Fig. 1: the clock network
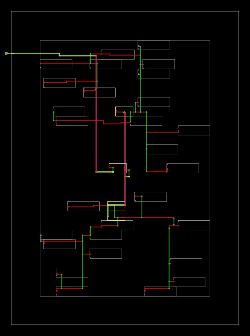
Fig. 2: signal wires by layer
The bar under the picture is 20 um long.
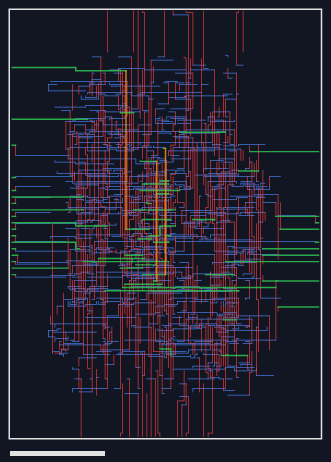
Fig. 3: nets reached from selected ports
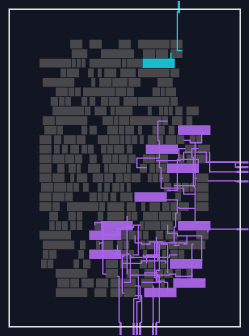
Fig. 4: sizing map
The bar under the picture is 20 um long.
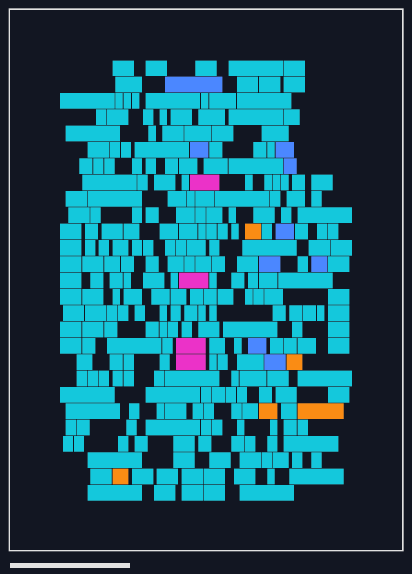
Fig. 5: sequential cells grouped by signal name
The bar under the picture is 20 um long. Other sequential cells in the stronger grey, the rest of the logic in the fainter grey.
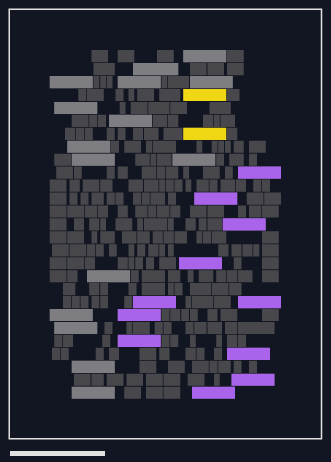
Design loop_unwind_19, sky130hd; sources not shown.
==> job_summary.md <==
## Synthesis and layout report

| Metric | Value |
|---|---|
| H-tree depth | `1` |
| CORE AREA | `3580 sq um` |
| CTS resizes | `0` |
| Setup Total Neg Slack | `0 ns` |
| Internal | `0.000900 W` |
| Final Cycle Share | `60.0%` |
| Fin nets | `305` |
| Static leakage | `0.955 nW` |
| Xor-xnor portion of the synthesized cell area | `1.85%` |
| Antenna cell count | `0` |
| Pin count of the biggest net entering global routing | `29` |
| Synth Flop Type | `dfrtp_1` |
| Ys Warns | `0` |
| Critical path arrival | `3.10 ns` |
| Pre-CTS setup slack | `1.65 ns` |
| CP max stage delay | `0.56 ns` |
| Comb pwr share | `63.5%` |
| Initial antenna violation count | `0` |
| PwrDens | `728 nW/um^2` |
| CP Max Fanout | `7` |
| Yosys top cell by instances | `dfrtp_1` |
| RSZ-0062 raised after global routing | `no` |
| Worst-case reg-to-reg path depth | `9` |
| Slew Limit Fails | `0` |
| Pwr top | `combinational cells` |
| Net Sw Frac | `50.4%` |
| Die footprint | `5870 sq um` |
| Vias per inst | `6.28` |
| Largest logic family | `AND-OR/OR-AND gates` |
| Clock power share | `8.4%` |
| Max Fclk | `347 MHz` |
| Buf+Inv Stages, Crit Path | `1` |
| Unique masters post-synth | `51` |
| Top cell excl fill/tap | `clkdlybuf4s50_1` |
| Async set-reset flop share out of synthesis | `100%` |
| Seq cells post-synth | `28` |
| Endpoints failing setup | `0` |
| Worst-Margin Slew | `0.789 ns` |
| Yosys Instances | `224` |
| Vias in the first global route | `1926` |
| Final Non-Filler Cells | `314` |
| Chip Width | `65.3 um` |
| CP Class | `in -> reg` |
| CP startpoint kind | `input pin` |
| Outcome | `complete, no violations` |
| Share of total power in sequential cells | `28.0%` |
| Adder-Cell Fraction of Synth Area | `4.62%` |
| Fin Hold WS | `0.578 ns` |
| And+or+nand+nor area frac | `20.9%` |
| WHS Path Cells | `1` |
| Min cycle time layout | `2.88 ns` |
| Crit path depth | `8` |
| Hold WC Path Type | `reg -> reg` |
| Nets at Floorplan | `257` |
| Net Switching | `0.000915 W` |
| Mux contribution to synthesized area | `2.11%` |
| Worst-skew pair later-pin latency | `0.28 ns` |
| CTS tree | `done` |
Notes on Fig. 1 above:
Clock group: 0.000153 W
Seq Cell Count: 28
clk_skew: 0.00137 ns
Inserted Clock Buffers: 3
# clk buffers: 4

Notes on Fig. 2 above:
- orange: metal 4 (wire length 85.0 um)
- red: metal 2 (wire length 2940 um)
- blue: metal 1 (wire length 2250 um)
- green: metal 3 (wire length 432 um)
via count: 1971
Wirelength per Cell: 18.2 um
total wire length: 5.71 mm
GRT Total Usage: 19.1%

Notes on Fig. 3 above:
- purple: x_o (bits 11; direction output; edge 6 bottom, 5 right; end cells 11; buffers 11; wire 573 um)
- cyan: err_o (bits 1; direction output; edge top; end cells 1; buffers 1; wire 16.1 um)
IO buf count: 51
Ports: 52

Notes on Fig. 4 above:
- cyan: _0 and _1 cells (cells 253)
- magenta: _6 and larger (cells 4)
- blue: _2 cells (cells 9)
- orange: _3 and _4 cells (cells 5)
setup ws final: 1.92 ns
Buffers, non-clock: 54
Layout area overhead: 31.4%
final instance area: 2490 sq um

Notes on Fig. 5 above:
- purple: x_o (flops 11)
- yellow: state_q (flops 2)
final core area utilization: 69.6%
sequential cell area share: 28.2%
Seq. pwr: 0.000509 W

## layout make-up
| class | instances | area (sq um) | area share, % |
|---|---|---|---|
| Multi-Input combinational cell | 173 | 1100 | 44.2 |
| Clock buffer | 4 | 55.1 | 2.21 |
| Tap cell | 43 | 53.8 | 2.16 |
| Sequential cell | 28 | 702 | 28.2 |
| Timing Repair Buffer | 54 | 533 | 21.4 |
| Inverter | 12 | 45.0 | 1.81 |
## routing by layer
layer / share of wire, % / GRT usage [%]
met1: 39 / 22.3
met2: 52 / 33.0
met3: 7.6 / 3.60
met4: 1.5 / 6.95
met5: 0 / 0
## cells by family (layout without fill, tap and decap cells)
family,Yosys count,in the layout
compound gates,88,88
xor+xnor,4,4
fa+ha+maj,7,7
buf+inv,23,70
flops,28,28
mux,4,4
simple gates,70,70
No activity file was given, so power comes from the tool's default toggle rates.
